**config.mk**
```make
export PLATFORM = sky130hd
export DESIGN_NAME = spi_slave
export DESIGN_NICKNAME = d
export VERILOG_FILES = /design/src/rtl/spi_pkg.sv /design/src/rtl/spi_sync_edge.sv /design/src/rtl/spi_slave.sv
export SDC_FILE = /design/constraint.sdc
export NUM_CORES = 1
export LEC_CHECK = 0
export CORE_ASPECT_RATIO = 0.5
export CORE_MARGIN = 5
export CORE_UTILIZATION = 45
export DETAILED_ROUTE_END_ITERATION = 8
export PLACE_DENSITY_LB_ADDON = 0.08
export SLEW_MARGIN = 5
export SYNTH_ARGS = -nofsm -noshare
export SYNTH_HDL_FRONTEND = slang
export SYNTH_SLANG_ARGS = --single-unit
```
**constraint.sdc**
```tcl
create_clock -name clk -period 2.7 [get_ports clk]
set_input_delay 0.27 -clock clk [delete_from_list [all_inputs] [get_ports clk]]
set_output_delay 0.27 -clock clk [all_outputs]
set_load 0.02 [all_outputs]
```
**src/rtl/spi_pkg.sv**
```systemverilog
// Shared SPI definitions used by the slave (and intended for the matching master).
//   SPI_DW       : word width carried by one transfer
//   SPI_CW       : width of a bit counter that can hold 0..SPI_DW
//   spi_state_e  : transfer state (IDLE while cs is high, ACTIVE while cs is low)
//   head_bit     : bit that leaves a shift register first for the chosen bit order
//   push_bit     : shift a register one place in the chosen bit order, inserting b
package spi_pkg;

   localparam int SPI_DW = 8;
   localparam int SPI_CW = $clog2(SPI_DW + 1);

   typedef enum logic {
      ST_IDLE   = 1'b0,
      ST_ACTIVE = 1'b1
   } spi_state_e;

   function automatic logic head_bit(input logic [SPI_DW-1:0] sr, input logic msb_first);
      return msb_first ? sr[SPI_DW-1] : sr[0];
   endfunction

   // MSB-first shifts left and fills at bit 0; LSB-first shifts right and fills at the top.
   function automatic logic [SPI_DW-1:0] push_bit(input logic [SPI_DW-1:0] sr,
                                                  input logic              b,
                                                  input logic              msb_first);
      return msb_first ? {sr[SPI_DW-2:0], b} : {b, sr[SPI_DW-1:1]};
   endfunction

endpackage

```
**src/rtl/spi_sync_edge.sv**
```systemverilog
// Multi-stage synchronizer with rise/fall pulse detection on the synchronized copy.
//   clk, resetn : system clock, asynchronous active-low reset
//   d_in        : asynchronous input pin
//   q           : synchronized level
//   rise, fall  : one-cycle pulses on synchronized transitions
// The sync chain and the edge-history flop both reset to RST_VAL. Edges are masked
// until the whole chain has been refilled from the pin after reset, so a pin that
// already differs from RST_VAL when reset releases does not produce a false edge.
module spi_sync_edge #(
   parameter int   SYNC_N  = 2,
   parameter logic RST_VAL = 1'b0
) (
   input  logic clk,
   input  logic resetn,
   input  logic d_in,
   output logic q,
   output logic rise,
   output logic fall
);

   logic [SYNC_N-1:0] sync_q, sync_d;
   logic              prev_q, prev_d;
   logic [SYNC_N:0]   fill_q, fill_d;

   always_comb begin
      sync_d = {sync_q[SYNC_N-2:0], d_in};
      prev_d = sync_q[SYNC_N-1];
      fill_d = {fill_q[SYNC_N-1:0], 1'b1};
   end

   always_ff @(posedge clk or negedge resetn) begin
      if (!resetn) begin
         sync_q <= {SYNC_N{RST_VAL}};
         prev_q <= RST_VAL;
         fill_q <= '0;
      end else begin
         sync_q <= sync_d;
         prev_q <= prev_d;
         fill_q <= fill_d;
      end
   end

   assign q    = sync_q[SYNC_N-1];
   assign rise = fill_q[SYNC_N] &  q & ~prev_q;
   assign fall = fill_q[SYNC_N] & ~q &  prev_q;

endmodule

```
**src/rtl/spi_slave.sv**
```systemverilog
// SPI slave, all four cpol/cpha modes, selectable bit order, back-to-back bytes.
//   clk, resetn          : system clock, asynchronous active-low reset
//   cpol, cpha, msb_lsb  : mode/bit order, latched at each cs falling edge
//   tx_data, tx_ack      : byte to send; tx_ack pulses when it is captured
//   rx_data, rx_valid    : last complete received byte; rx_valid pulses on update
//   sck, cs, sdi, sdo    : SPI pins (sck/cs/sdi asynchronous, sdo registered)
//
// state     | meaning
// ----------+-------------------------------------------------------------
// ST_IDLE   | cs high; sdo held 0, sck ignored, waiting for cs falling edge
// ST_ACTIVE | cs low; sampling sdi / shifting sdo on the latched sck edges
module spi_slave
   import spi_pkg::*;
#(
   parameter int SYNC_N = 2
) (
   input  logic              clk,
   input  logic              resetn,
   input  logic              cpol,
   input  logic              cpha,
   input  logic              msb_lsb,
   input  logic [SPI_DW-1:0] tx_data,
   output logic              tx_ack,
   output logic [SPI_DW-1:0] rx_data,
   output logic              rx_valid,
   input  logic              sck,
   input  logic              cs,
   input  logic              sdi,
   output logic              sdo
);

   logic sck_lvl, sck_rise, sck_fall;
   logic cs_lvl, cs_rise, cs_fall;
   logic sdi_s, sdi_rise, sdi_fall;
   logic unused_sync;

   spi_sync_edge #(.SYNC_N(SYNC_N), .RST_VAL(1'b0)) u_sync_sck (
      .clk(clk), .resetn(resetn), .d_in(sck), .q(sck_lvl), .rise(sck_rise), .fall(sck_fall)
   );
   spi_sync_edge #(.SYNC_N(SYNC_N), .RST_VAL(1'b1)) u_sync_cs (
      .clk(clk), .resetn(resetn), .d_in(cs), .q(cs_lvl), .rise(cs_rise), .fall(cs_fall)
   );
   spi_sync_edge #(.SYNC_N(SYNC_N), .RST_VAL(1'b0)) u_sync_sdi (
      .clk(clk), .resetn(resetn), .d_in(sdi), .q(sdi_s), .rise(sdi_rise), .fall(sdi_fall)
   );

   assign unused_sync = sck_lvl ^ cs_lvl ^ sdi_rise ^ sdi_fall;

   spi_state_e        state_q, state_d;
   logic              cpol_q, cpol_d;
   logic              cpha_q, cpha_d;
   logic              msb_q, msb_d;
   logic [SPI_CW-1:0] cnt_q, cnt_d;
   logic [SPI_DW-1:0] rx_sr_q, rx_sr_d;
   logic [SPI_DW-1:0] tx_sr_q, tx_sr_d;
   logic [SPI_DW-1:0] rx_data_q, rx_data_d;
   logic              rx_valid_q, rx_valid_d;
   logic              tx_ack_q, tx_ack_d;
   logic              sdo_q, sdo_d;

   logic              lead_edge, trail_edge, sample_edge, shift_edge;
   logic [SPI_DW-1:0] rx_next;

   // Edge roles come from the latched mode so mid-transfer pin changes are ignored.
   assign lead_edge   = cpol_q ? sck_fall : sck_rise;
   assign trail_edge  = cpol_q ? sck_rise : sck_fall;
   assign sample_edge = cpha_q ? trail_edge : lead_edge;
   assign shift_edge  = cpha_q ? lead_edge  : trail_edge;
   assign rx_next     = push_bit(rx_sr_q, sdi_s, msb_q);

   always_comb begin
      state_d    = state_q;
      cpol_d     = cpol_q;
      cpha_d     = cpha_q;
      msb_d      = msb_q;
      cnt_d      = cnt_q;
      rx_sr_d    = rx_sr_q;
      tx_sr_d    = tx_sr_q;
      rx_data_d  = rx_data_q;
      rx_valid_d = 1'b0;
      tx_ack_d   = 1'b0;
      sdo_d      = sdo_q;

      case (state_q)
         ST_IDLE: begin
            sdo_d = 1'b0;
            cnt_d = '0;
            if (cs_fall) begin
               state_d  = ST_ACTIVE;
               cpol_d   = cpol;
               cpha_d   = cpha;
               msb_d    = msb_lsb;
               rx_sr_d  = '0;
               tx_ack_d = 1'b1;
               // cpha=0: first bit must be on the wire before the first (sampling) edge.
               if (cpha) begin
                  tx_sr_d = tx_data;
               end else begin
                  sdo_d   = head_bit(tx_data, msb_lsb);
                  tx_sr_d = push_bit(tx_data, 1'b0, msb_lsb);
               end
            end
         end

         ST_ACTIVE: begin
            if (sample_edge) begin
               rx_sr_d = rx_next;
               if (cnt_q == SPI_CW'(SPI_DW - 1)) begin
                  cnt_d      = '0;
                  rx_data_d  = rx_next;
                  rx_valid_d = 1'b1;
                  // Full reload: the next shift edge presents the new byte's first bit.
                  tx_sr_d    = tx_data;
                  tx_ack_d   = ~cs_rise;
               end else begin
                  cnt_d = cnt_q + 1'b1;
               end
            end else if (shift_edge) begin
               sdo_d   = head_bit(tx_sr_q, msb_q);
               tx_sr_d = push_bit(tx_sr_q, 1'b0, msb_q);
            end

            // A byte completing in the same cycle still delivers rx_valid above.
            if (cs_rise) begin
               state_d = ST_IDLE;
               cnt_d   = '0;
               sdo_d   = 1'b0;
            end
         end
      endcase
   end

   always_ff @(posedge clk or negedge resetn) begin
      if (!resetn) begin
         state_q    <= ST_IDLE;
         cpol_q     <= 1'b0;
         cpha_q     <= 1'b0;
         msb_q      <= 1'b1;
         cnt_q      <= '0;
         rx_sr_q    <= '0;
         tx_sr_q    <= '0;
         rx_data_q  <= '0;
         rx_valid_q <= 1'b0;
         tx_ack_q   <= 1'b0;
         sdo_q      <= 1'b0;
      end else begin
         state_q    <= state_d;
         cpol_q     <= cpol_d;
         cpha_q     <= cpha_d;
         msb_q      <= msb_d;
         cnt_q      <= cnt_d;
         rx_sr_q    <= rx_sr_d;
         tx_sr_q    <= tx_sr_d;
         rx_data_q  <= rx_data_d;
         rx_valid_q <= rx_valid_d;
         tx_ack_q   <= tx_ack_d;
         sdo_q      <= sdo_d;
      end
   end

   assign rx_data  = rx_data_q;
   assign rx_valid = rx_valid_q;
   assign tx_ack   = tx_ack_q;
   assign sdo      = sdo_q;

endmodule

```
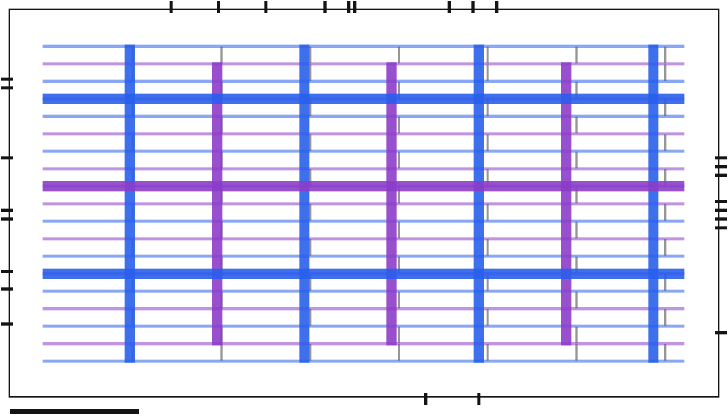
run_1/power_grid.png
Scale bar: 20 um. Pins as bars on the die edge. Tap cells in grey.
Blue stands for VSS. Purple stands for VDD.
The core has 18 rows. 19 met1 rails follow the rows. 3 straps on met5. 70 tap cells.
CORE AREA: 4890 um2
Max IR drop VDD: 327 uV
Die Ht: 60.1 um
horizontal die size: 110 um

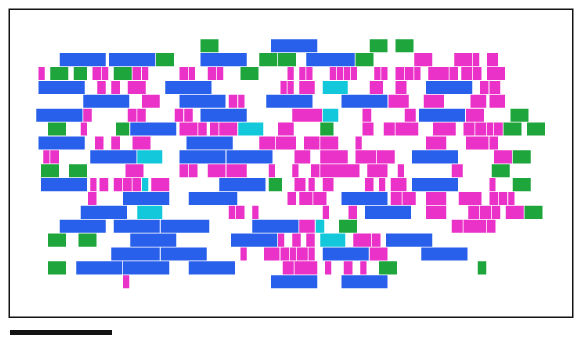
run_1/placement_by_type.png
Scale bar: 20 um.
Magenta stands for combinational and other logic, cells 156. Blue stands for sequential cells, cells 46. Cyan stands for clock drivers and dummy loads, cells 8. Green stands for remaining buffers and delay cells, cells 30.
number of rows in the core area: 18
post-route core utilization: 54.2%
register share of the cell area: 43.6%

==> flow_summary.ini, run 1 <==
; synthesis and place-and-route metrics
[outcome]
outcome = complete, no violations

[final_timing]
final.min_clock_period_ns = 2.05
setup_repair_after_global_routing_missed_its_margin = no
fin_skew_ns = 0.00681
finalSetupTns_ns = 0
setup_viol = 0
hold_worst_slack_ns = 0.0224
timing.final.ws_setup_ns = 0.648
hold_viol = 0
slew_headroom_pct = 51.3
layout_worst_path_cycle_share_pct = 76.0

[floorplanning]
die_area_um2 = 6610
io_pins = 27
tap_cell_count = 70
initial_utilization_pct = 46.1

[hold_path]
hold_class = input pin to asynchronous set/reset pin

[pwr]
combPwrFrac_pct = 26.6
seq_cell_power_uw = 960
total_power_density_per_cell_area_nw_per_um2 = 707
finalPower_mw = 1.87
power_switching_share_pct = 32.7
p_leak_nw = 1.12
total_switching_power_uw = 612
power-top-group = registers
pwr-share-seq_pct = 51.2

[critical_path]
cp.buffers_inverters = 0
max_stage_delay_ns = 0.82
setup.reg_to_reg.worst_slack_ns = 0.65
critical-path-top-delay-family = flip-flops
cpMaxStageDelayCell = sky130_fd_sc_hd__dfrtp_1
most_numerous_cell_on_the_critical_path = sky130_fd_sc_hd__mux2_2
timing.rr.end = tx_sr_q[4]$_DFFE_PN0P_
cp_cell_sequence = nand4b_1 > mux2_2 > a21oi_1 > a311oi_1 > mux2_2
worst-path-stages = 5
rr_worst_depth = 5
required_ns = 2.89
timing.critical_path.from = state_q$_DFF_PN0_
critPathCaptureType = flop
timing_worst_setup_path_type = flop to flop
endpoint = tx_sr_q[4]$_DFFE_PN0P_

[routing]
drtIter0Drc = 72
met2_wl_post_dr_mm = 2.04
top_signal_layer_used = met4
routed-wl-met3_um = 214
drt-met1-wl_mm = 2.37
number_of_antenna_violating_nets_in_the_routed_design = 0
first_pass_iters = 4
viasPerCell = 5.26

[finish]
post-route-cell-area_um2 = 2650
signal_buffer_area_fraction_pct = 10.8
design.final.nets = 256
clock_cell_area_share_pct = 3.26
comb-cell-share_pct = 38.8
antenna-diode-count = 0
most-common-layout-cells = 42 x sky130_fd_sc_hd__dfrtp_1, 27 x sky130_fd_sc_hd__nand2_1, 25 x sky130_fd_sc_hd__clkdlybuf4s50_1
multi_input_comb_area_um2 = 1030
layoutNonFillerInstCount = 310
largestClassByArea = sequential cells
area_growth_from_synthesis_to_layout_pct = 17.5
inv_count = 2
final_common_cell = sky130_fd_sc_hd__dfrtp_1
multi_input_logic_cell_count = 154
clockBufferCount = 6
final_sequential_cell_count = 46
seq_area_um2 = 1160

[synth]
top_area_cell = sky130_fd_sc_hd__dfrtp_1
yosys_cells = 216
cell_count_after_synthesis = 216
yosys.cell_types.count = 41
yosys_area_um2 = 2250
synth_async_sr_flop_share_pct = 100
synth.top_cells.by_count = 42 x sky130_fd_sc_hd__dfrtp_1, 27 x sky130_fd_sc_hd__nand2_1, 23 x sky130_fd_sc_hd__o21ai_0, 17 x sky130_fd_sc_hd__mux2i_1, 11 x sky130_fd_sc_hd__nor2_1
synth.cellmix.compoundShare_pct = 15.8
synth_nets = 233
syn_avg_cell_area_um2 = 10.4
yosysWarningCount = 0
yosys-mux-area-fraction_pct = 12.7
ys_top_cells_by_area = sky130_fd_sc_hd__dfrtp_1 47%, sky130_fd_sc_hd__mux2i_1 7.5%, sky130_fd_sc_hd__o21ai_0 5.1%
netlist.top_cell.by_instances = sky130_fd_sc_hd__dfrtp_1
mappedNetlistArea_um2 = 2250
synth-adder-area-share_pct = 0.555
enable_flop_cells = 0
post-synth-top-area-fraction_pct = 46.6
post_synth_and_or_nand_nor_area_fraction_pct = 14.9
xor_share_pct = 1.50
synth.yosys.seq_area_share_pct = 51.3
top_logic_cell_family_in_the_synthesized_netlist = AND-OR/OR-AND gates
primary_ff_master_synth = sky130_fd_sc_hd__dfrtp_1
synth_register_bits = 46

[clock_tree]
cts_post_setup_buffers_inserted = 0
cts_tree = built
clkSlewWorstSetupHoldPaths_ns = 0.09
cts-hold-fix-buffers = 0
clkSinkCount = 46
cts_buffers = 5
cts_resized = 0
maximum_level_of_the_cts_h_tree = 2
root_buffer = sky130_fd_sc_hd__clkbuf_8
clk_path_buf_depth = 2

[global_route]
grt-busiest-layer = met2
first_global_vias = 1677
globalRouteMet3Util_pct = 4.64
grt_util_met2_pct = 25.3
first_pass_grt_wire_length_mm = 8.05
initial_antenna_violation_count = 0
grt_overflow_total = 0

[place]
dp.final_hpwl_mm = 3.23
dp_worst_slack_ns = 0.646
place.detailed.instances = 302
port_buffers = 26
dpl_cell_area_um2 = 2560
globalplace.congestion = 0.798

[run]
warning_count = 26
max-cap-violations = 0
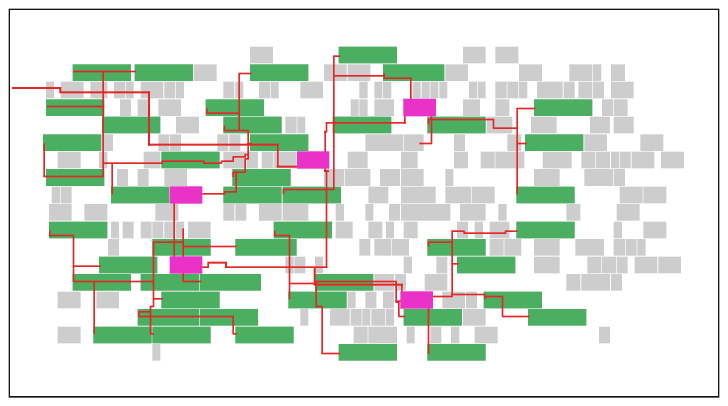
run_1/clk_routes.png
Red stands for clock wires, length 570 um. Magenta stands for clock drivers, count 5. Green stands for flip-flops, count 46.
Position of the flops: spread over the die. There are 6 routed clock nets.
Worst-Skew Late Latency: 0.30 ns
power share of the clock group: 22.2%
power of the clock network: 415 uW

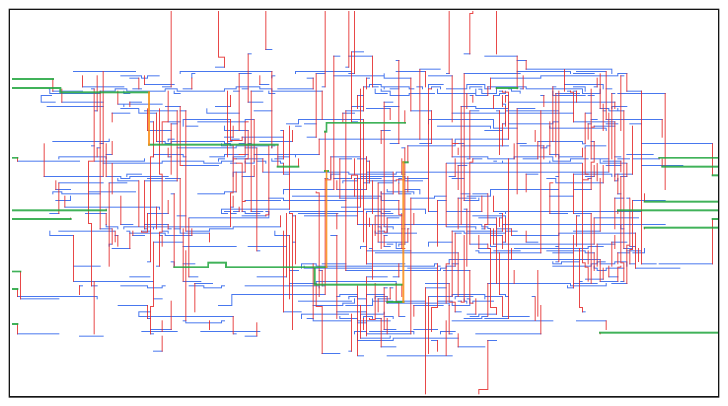
run_1/wires.png
Green stands for metal 3, wire length 215 um. Red stands for metal 2, wire length 2040 um. Orange stands for metal 4, wire length 44.9 um. Blue stands for metal 1, wire length 2370 um.
Routed Wire Length: 4.67 mm
average routed wire per standard cell: 15.1 um
via total after detailed routing: 1632
overall fraction of global-route tracks in use: 15.9%

run_1/congestion.png
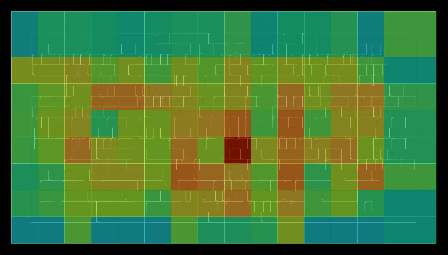

==> run 2: changes to the inputs <==
clock period = 1.68 ns   (was 2.7 ns; I/O delays follow)
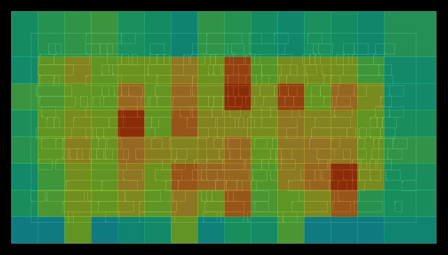
run_2/congestion.png
overall fraction of global-route tracks in use: 17.1%
post-route core utilization: 62.2%

==> flow_summary.ini, run 2 <==
; synthesis and place-and-route metrics
[run]
warning_count = 29

[finish]
signal_buffer_area_fraction_pct = 18.8
final_common_cell = sky130_fd_sc_hd__dfrtp_1
layoutNonFillerInstCount = 343
design.final.nets = 289
multi_input_comb_area_um2 = 1130
seq_area_um2 = 1160
clock_cell_area_share_pct = 2.84
multi_input_logic_cell_count = 155
clockBufferCount = 6
antenna-diode-count = 0

[synth]
synth-adder-area-share_pct = 0.555
top_logic_cell_family_in_the_synthesized_netlist = AND-OR/OR-AND gates
cell_count_after_synthesis = 216
synth.top_cells.by_count = 42 x sky130_fd_sc_hd__dfrtp_1, 27 x sky130_fd_sc_hd__nand2_1, 23 x sky130_fd_sc_hd__o21ai_0, 17 x sky130_fd_sc_hd__mux2i_1, 11 x sky130_fd_sc_hd__nor2_1
synth.cellmix.compoundShare_pct = 15.8
synth_async_sr_flop_share_pct = 100
post-synth-top-area-fraction_pct = 46.6
netlist.top_cell.by_instances = sky130_fd_sc_hd__dfrtp_1
yosys.cell_types.count = 41
synth_nets = 233
enable_flop_cells = 0
synth.yosys.seq_area_share_pct = 51.3
primary_ff_master_synth = sky130_fd_sc_hd__dfrtp_1
mappedNetlistArea_um2 = 2250
ys_top_cells_by_area = sky130_fd_sc_hd__dfrtp_1 47%, sky130_fd_sc_hd__mux2i_1 7.5%, sky130_fd_sc_hd__o21ai_0 5.1%
top_area_cell = sky130_fd_sc_hd__dfrtp_1

[place]
dp.final_hpwl_mm = 3.65
dp_worst_slack_ns = -0.124
globalplace.congestion = 0.781
port_buffers = 26
dpl_cell_area_um2 = 2840

[pwr]
combPwrFrac_pct = 37.2
power.clock.total_uw = 664
pwr-share-seq_pct = 43.4
seq_cell_power_mw = 1.49
peakVddDrop_uv = 488
total_switching_power_mw = 1.11
power_switching_share_pct = 32.5
finalPower_mw = 3.43

[routing]
drtIter0Drc = 56
routed-wl-met3_um = 200
finalWirelength_mm = 5.27
met2_wl_post_dr_mm = 2.42
drt-met1-wl_mm = 2.59
number_of_antenna_violating_nets_in_the_routed_design = 0
top_signal_layer_used = met4
route.vias.total = 1808

[critical_path]
timing_worst_setup_path_type = flop to flop
endpoint = tx_sr_q[3]$_DFFE_PN0P_
critical-path-top-delay-family = flip-flops
required_ns = 1.87
cp_cell_sequence = ha_2 > and3b_2 > o21ai_2 > o22ai_2 > a31oi_4 > buf_12 > mux2_4
rr_worst_depth = 7
cpMaxStageDelayCell = sky130_fd_sc_hd__dfrtp_1
worst-path-stages = 7
timing.critical_path.from = cnt_q[1]$_DFFE_PN0P_

[outcome]
outcome = finished, violations left
violations = negative setup slack

[clock_tree]
cts_resized = 9
cts_tree = built
cts-hold-fix-buffers = 1
clk_latency_ns = 0.30

[global_route]
first_global_vias = 1826
grt_util_met2_pct = 28.5
initial_antenna_violation_count = 0
grt-busiest-layer = met2
grt_overflow_total = 0

[floorplanning]
initial_utilization_pct = 46.1
die_area_um2 = 6610
die_ht_um = 60.1
placementRows = 18
tap_cell_count = 70
core_region_area_um2 = 4890

[final_timing]
setup_repair_after_global_routing_missed_its_margin = yes
timing.final.ws_setup_ns = -0.0963
hold_worst_slack_ns = 0.274
layout_worst_path_cycle_share_pct = 106
setup_viol = 20
final.min_clock_period_ns = 1.78
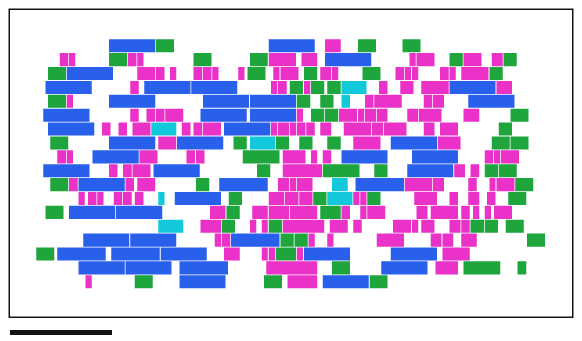
run_2/placement_by_type.png
Scale bar: 20 um.
Green stands for remaining buffers and delay cells, cells 62. Cyan stands for clock drivers and dummy loads, cells 8. Magenta stands for combinational and other logic, cells 157. Blue stands for sequential cells, cells 46.
register share of the cell area: 38.1%
post-route cell area: 3040 um2

Power is estimated from default activity; no workload was simulated.
